==> config.mk <==
export PLATFORM = sky130hd
export DESIGN_NAME = acq_trig_ctrl
export DESIGN_NICKNAME = d
export VERILOG_FILES = /design/src/rtl/acq_trig_ctrl.sv
export SDC_FILE = /design/constraint.sdc
export NUM_CORES = 1
export LEC_CHECK = 0
export ABC_CLOCK_PERIOD_IN_PS = 2800
export CORE_MARGIN = 5
export CORE_UTILIZATION = 46
export CTS_CLUSTER_DIAMETER = 30
export CTS_CLUSTER_SIZE = 40
export DETAILED_ROUTE_END_ITERATION = 8
export HOLD_SLACK_MARGIN = 0.1
export PLACE_DENSITY = 0.72
export SLEW_MARGIN = 20
export SYNTH_ARGS = -nofsm -noshare
export SYNTH_HDL_FRONTEND = slang
export SYNTH_SLANG_ARGS = --single-unit
==> constraint.sdc <==
create_clock -name clk -period 2.8 [get_ports clk]
set_clock_uncertainty 0.1 [all_clocks]
set_input_delay 0.7 -clock clk [delete_from_list [all_inputs] [get_ports clk]]
set_output_delay 0.7 -clock clk [all_outputs]
set_load 0.005 [all_outputs]
==> src/rtl/acq_trig_ctrl.sv <==
// rtl/acq_trig_ctrl.sv - acquisition trigger controller writing ADC samples to sample memory
//
// Purpose: arms on a cpu_flag rising edge, waits for an immediate or external
// trigger, waits a programmable delay, then writes N consecutive ADC samples
// to addresses 0..N-1 and reports completion until cpu_flag is released.
//
// Ports:
//   clk, rst         system clock, synchronous active-high reset
//   cpu_flag         arm request level (rising edge arms, falling edge aborts pre-capture)
//   ext_trig         external trigger, synchronous to clk
//   trig_src         0 = fire on arm, 1 = fire on ext_trig rising edge
//   trig_delay       post-trigger delay in cycles
//   num_samples      capture length (0 -> 1, clamped to 2^ADDR_W)
//   adc_data         ADC sample, valid every cycle
//   bram_we/addr/din sample memory write port
//   busy             high in ARMED, DELAY, CAPTURE
//   write_finished   high in DONE

module acq_trig_ctrl #(
    parameter int ADDR_W = 14,
    parameter int DATA_W = 14
) (
    input  logic              clk,
    input  logic              rst,
    input  logic              cpu_flag,
    input  logic              ext_trig,
    input  logic              trig_src,
    input  logic [15:0]       trig_delay,
    input  logic [ADDR_W:0]   num_samples,
    input  logic [DATA_W-1:0] adc_data,
    output logic              bram_we,
    output logic [ADDR_W-1:0] bram_addr,
    output logic [DATA_W-1:0] bram_din,
    output logic              busy,
    output logic              write_finished
);

    typedef enum logic [2:0] {
        S_IDLE    = 3'd0,
        S_ARMED   = 3'd1,
        S_DELAY   = 3'd2,
        S_CAPTURE = 3'd3,
        S_DONE    = 3'd4
    } state_t;

    localparam logic [ADDR_W:0]   MAX_N    = {1'b1, {ADDR_W{1'b0}}};
    localparam logic [ADDR_W:0]   ONE_N    = {{ADDR_W{1'b0}}, 1'b1};
    localparam logic [ADDR_W-1:0] ADDR_ONE = {{(ADDR_W-1){1'b0}}, 1'b1};

    state_t            state_q, state_d;
    logic              cpu_flag_q, cpu_flag_d;
    logic              ext_trig_q, ext_trig_d;
    logic              src_q, src_d;
    logic [15:0]       delay_q, delay_d;
    logic [15:0]       dly_cnt_q, dly_cnt_d;
    logic [ADDR_W-1:0] last_q, last_d;
    logic [DATA_W-1:0] adc_q, adc_d;
    logic              we_q, we_d;
    logic [ADDR_W-1:0] addr_q, addr_d;
    logic [DATA_W-1:0] din_q, din_d;
    logic              busy_q, busy_d;
    logic              wf_q, wf_d;

    logic              cpu_rise, cpu_fall, ext_rise;
    logic [ADDR_W:0]   n_m1;

    always_comb begin
        cpu_rise   = cpu_flag & ~cpu_flag_q;
        cpu_fall   = ~cpu_flag & cpu_flag_q;
        ext_rise   = ext_trig & ~ext_trig_q;
        n_m1       = num_samples - ONE_N;

        state_d    = state_q;
        cpu_flag_d = cpu_flag;
        ext_trig_d = ext_trig;
        src_d      = src_q;
        delay_d    = delay_q;
        dly_cnt_d  = dly_cnt_q;
        last_d     = last_q;
        adc_d      = adc_data;
        we_d       = 1'b0;
        addr_d     = addr_q;
        din_d      = din_q;

        case (state_q)
            S_IDLE: begin
                if (cpu_rise) begin
                    src_d   = trig_src;
                    delay_d = trig_delay;
                    // Store the last address (N-1) so the capture loop needs a single compare.
                    if (num_samples == '0) begin
                        last_d = '0;
                    end else if (num_samples >= MAX_N) begin
                        last_d = '1;
                    end else begin
                        last_d = n_m1[ADDR_W-1:0];
                    end
                    state_d = S_ARMED;
                end
            end
            S_ARMED: begin
                if (cpu_fall) begin
                    state_d = S_IDLE;
                end else if (!src_q || ext_rise) begin
                    dly_cnt_d = delay_q;
                    state_d   = S_DELAY;
                end
            end
            S_DELAY: begin
                if (cpu_fall) begin
                    state_d = S_IDLE;
                end else if (dly_cnt_q == 16'd0) begin
                    // First write is issued on entry so bram_we is high for every CAPTURE cycle.
                    state_d = S_CAPTURE;
                    we_d    = 1'b1;
                    addr_d  = '0;
                    din_d   = adc_q;
                end else begin
                    dly_cnt_d = dly_cnt_q - 16'd1;
                end
            end
            S_CAPTURE: begin
                if (addr_q == last_q) begin
                    state_d = S_DONE;
                end else begin
                    we_d   = 1'b1;
                    addr_d = addr_q + ADDR_ONE;
                    din_d  = adc_q;
                end
            end
            S_DONE: begin
                if (!cpu_flag) begin
                    state_d = S_IDLE;
                end
            end
            default: state_d = S_IDLE;
        endcase

        busy_d = (state_d == S_ARMED) || (state_d == S_DELAY) || (state_d == S_CAPTURE);
        wf_d   = (state_d == S_DONE);
    end

    always_ff @(posedge clk) begin
        if (rst) begin
            state_q    <= S_IDLE;
            cpu_flag_q <= 1'b0;
            ext_trig_q <= 1'b0;
            src_q      <= 1'b0;
            delay_q    <= '0;
            dly_cnt_q  <= '0;
            last_q     <= '0;
            adc_q      <= '0;
            we_q       <= 1'b0;
            addr_q     <= '0;
            din_q      <= '0;
            busy_q     <= 1'b0;
            wf_q       <= 1'b0;
        end else begin
            state_q    <= state_d;
            cpu_flag_q <= cpu_flag_d;
            ext_trig_q <= ext_trig_d;
            src_q      <= src_d;
            delay_q    <= delay_d;
            dly_cnt_q  <= dly_cnt_d;
            last_q     <= last_d;
            adc_q      <= adc_d;
            we_q       <= we_d;
            addr_q     <= addr_d;
            din_q      <= din_d;
            busy_q     <= busy_d;
            wf_q       <= wf_d;
        end
    end

    assign bram_we        = we_q;
    assign bram_addr      = addr_q;
    assign bram_din       = din_q;
    assign busy           = busy_q;
    assign write_finished = wf_q;

endmodule

### Supply network

Pins as bars on the die edge.
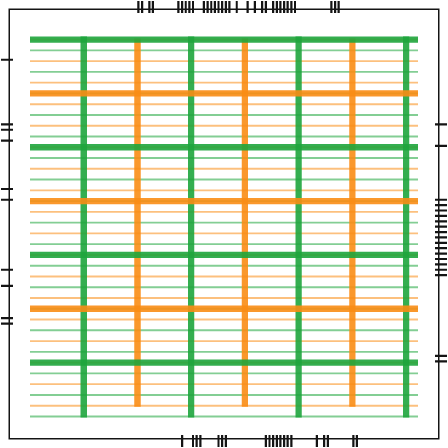
[orange] VDD
[green] VSS
rows: 35
signal pins: 81
met4 straps: 7
met1 rails: 36

### A small window of the routed layout

Window x 2 to 52, y 56 to 106 um. Cells in gray, sequential cells in the stronger gray; small squares are vias.
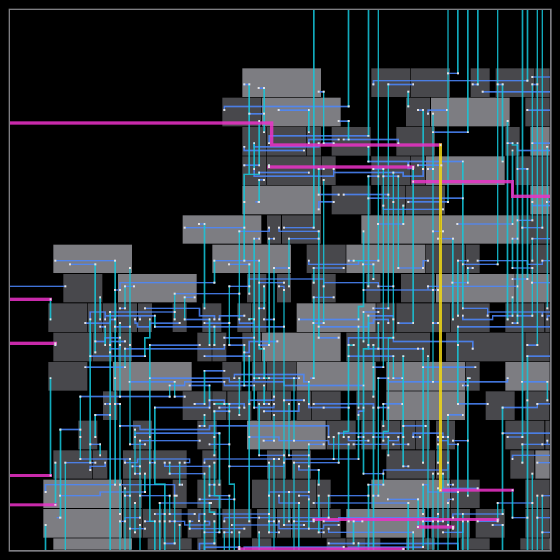
[cyan] metal 2
[yellow] metal 4
[blue] metal 1
[magenta] metal 3
netlist names of flops here include: `dly_cnt_q` (7), `delay_q` (6), `adc_q` (5)
cells with their middle in the window: 138
sequential cells in the window: 25
most frequent: dfxtp_1 (25), nand2_1 (21), clkdlybuf4s50_1 (20)

==> flow_summary_export.csv <==
group,metric,value,unit
power,power.density_cell_area,607,mW/mm2
final_timing,unrepaired_setup_endpoints_after_global_routing,"no",
synth,dominant_register_cell_in_the_synthesized_netlist,"sky130_fd_sc_hd__dfxtp_1",
final_timing,final_period_demand_of_the_worst_path,2.57,ns
drt,mean_number_of_vias_per_cell,5.18,
layout,layout_top_cell_excl_fill_tap,"sky130_fd_sc_hd__dfxtp_1",
synth,synth.ff_latch_count,97,
setup_path,arrival_worst_endpoint,2.71,ns
clock_network,clk_path_buf_depth,2,
drt,drcViolationCount,0,
drt,detail_route.wirelength.met1,4380,um
layout,final_layout_top_logic_cells,"sky130_fd_sc_hd__dfxtp_1, sky130_fd_sc_hd__nand2_1, sky130_fd_sc_hd__clkdlybuf4s50_1",
drt,route.vias.total,3840,
layout,n_antenna_cell,0,
drt,drt_pass1_iterations,4,
clock_network,clk_pin_slew,0.09,ns
global_route,grt_util_met3,4.96,%
clock_network,clk_latency,0.37,ns
final_timing,clock.fmax,389,MHz
setup_path,timing.critical_path.max_delay_family,"simple AND/OR/NAND/NOR gates",
drt,drt.antenna.violating_nets,0,
layout,layout.clock_buffers,9,
global_route,groute.layer.met2.usage,32.5,%
synth,most_common_cell,"sky130_fd_sc_hd__dfxtp_1",
setup_path,worst-path-max-fanout,17,
clock_network,ctsHoldBuffers,0,
layout,logic_gate_count,388,
layout,clock_area_share,3.32,%
setup_path,timing.critical_path.cells,"xor2_1 -> nor4_1 -> nand4_2 -> a21oi_4 -> mux2i_1 -> nor2_1",
global_route,grt.met1_usage,20.7,%
final_timing,final-setup-viol-count,0,
drt,initialDrtViolationCount,128,
drt,highest_layer,"met4",
floorplanning,ios,81,
layout,comb_area_share,41.0,%
setup_path,worst_setup_path_start_kind,"register",
outcome,run_status,"complete, no violations",
clock_network,postcts_setup_bufs,0,
floorplanning,core_region_area,0.00933,mm2
synth,area_leader_netlist,"sky130_fd_sc_hd__dfxtp_1",
synth,enable_flop_cells,0,
drt,met2RoutedLength,5430,um
hold_path,hold_path_class,"reg2reg",
synth,floorplan.nets,579,
global_route,antenna_found_initial,0,
floorplanning,fp.dieH,108,um
drt,routed_wl,10400,um
layout,area.share.sequential,34.8,%
### Selected gate families

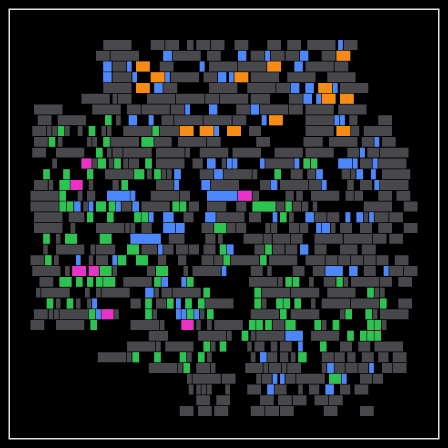
[orange] mux cells | cells: 14 | most used: mux2i_1
[green] aoi and oai cells | cells: 104 | most used: a21oi_1
[magenta] non-inverting ao/oa cells | cells: 7
[blue] nor cells | cells: 97 | most used: nor2_1

registers in the layout, summed over array words and instances (netlist names), 3 cells and up:
signal,cells
dly_cnt_q,16
delay_q,16
bram_din,14
adc_q,14
state_q,3
bram_addr,14
last_q,14
metrics by stage:
step	setup WS [ns]	utilization, %	total power, mW	std cells	hold slack (ns)
global route	0.0200	59.8	3.59	741	0.386
global placement	-0.0174	57.8	2.54	725	0.340
floorplan	0.507	-	2.26	525	0.334
finish	0.231	59.8	3.38	741	0.361
detailed placement	-0.0693	57.8	2.56	725	0.347
CTS	0.252	59.8	3.41	741	0.361
path summary, 6_finish.rpt:
check / startpoint / to / slack (ns) / depth (start not counted)
min: delay_q[14] / delay_q[14] / 0.36 / 2
max reg2reg: bram_addr[0] / bram_din[7] / 0.23 / 6
min reg2reg: delay_q[14] / delay_q[14] / 0.36 / 2
max: bram_addr[0] / bram_din[7] / 0.23 / 6
kinds of logic (layout without fill, tap and decap cells):
kind of cell               Yosys count  count (layout)  share of synthesized area (%)
and+or+nand+nor                    224             224                           25.5
AOI/OAI and AO/OA                  111             111                           14.6
DFF                                 97              97                           43.9
buffers and inverters               40             127                           4.78
xor gates and xnor gates            35              35                           6.92
muxes                               14              14                           3.16
adders and majority gates            4               4                           1.13
worst min-delay path, cell delays in order, from the launching register on:
cell                      delay, ns
sky130_fd_sc_hd__dfxtp_1       0.32
sky130_fd_sc_hd__nand2_1       0.05
sky130_fd_sc_hd__a21oi_1       0.05
power groups by stage:
stage / logic, mW / registers, mW / clock network, mW
2_1_floorplan: 0.680 / 1.58 / 0
3_3_place_gp: 0.928 / 1.61 / 0
3_5_place_dp: 0.940 / 1.62 / 0
4_1_cts: 0.947 / 1.58 / 0.881
5_1_grt: 1.05 / 1.60 / 0.938
6_report: 0.945 / 1.58 / 0.855
Power figures rest on the tool's default switching activity, not on a simulated workload.
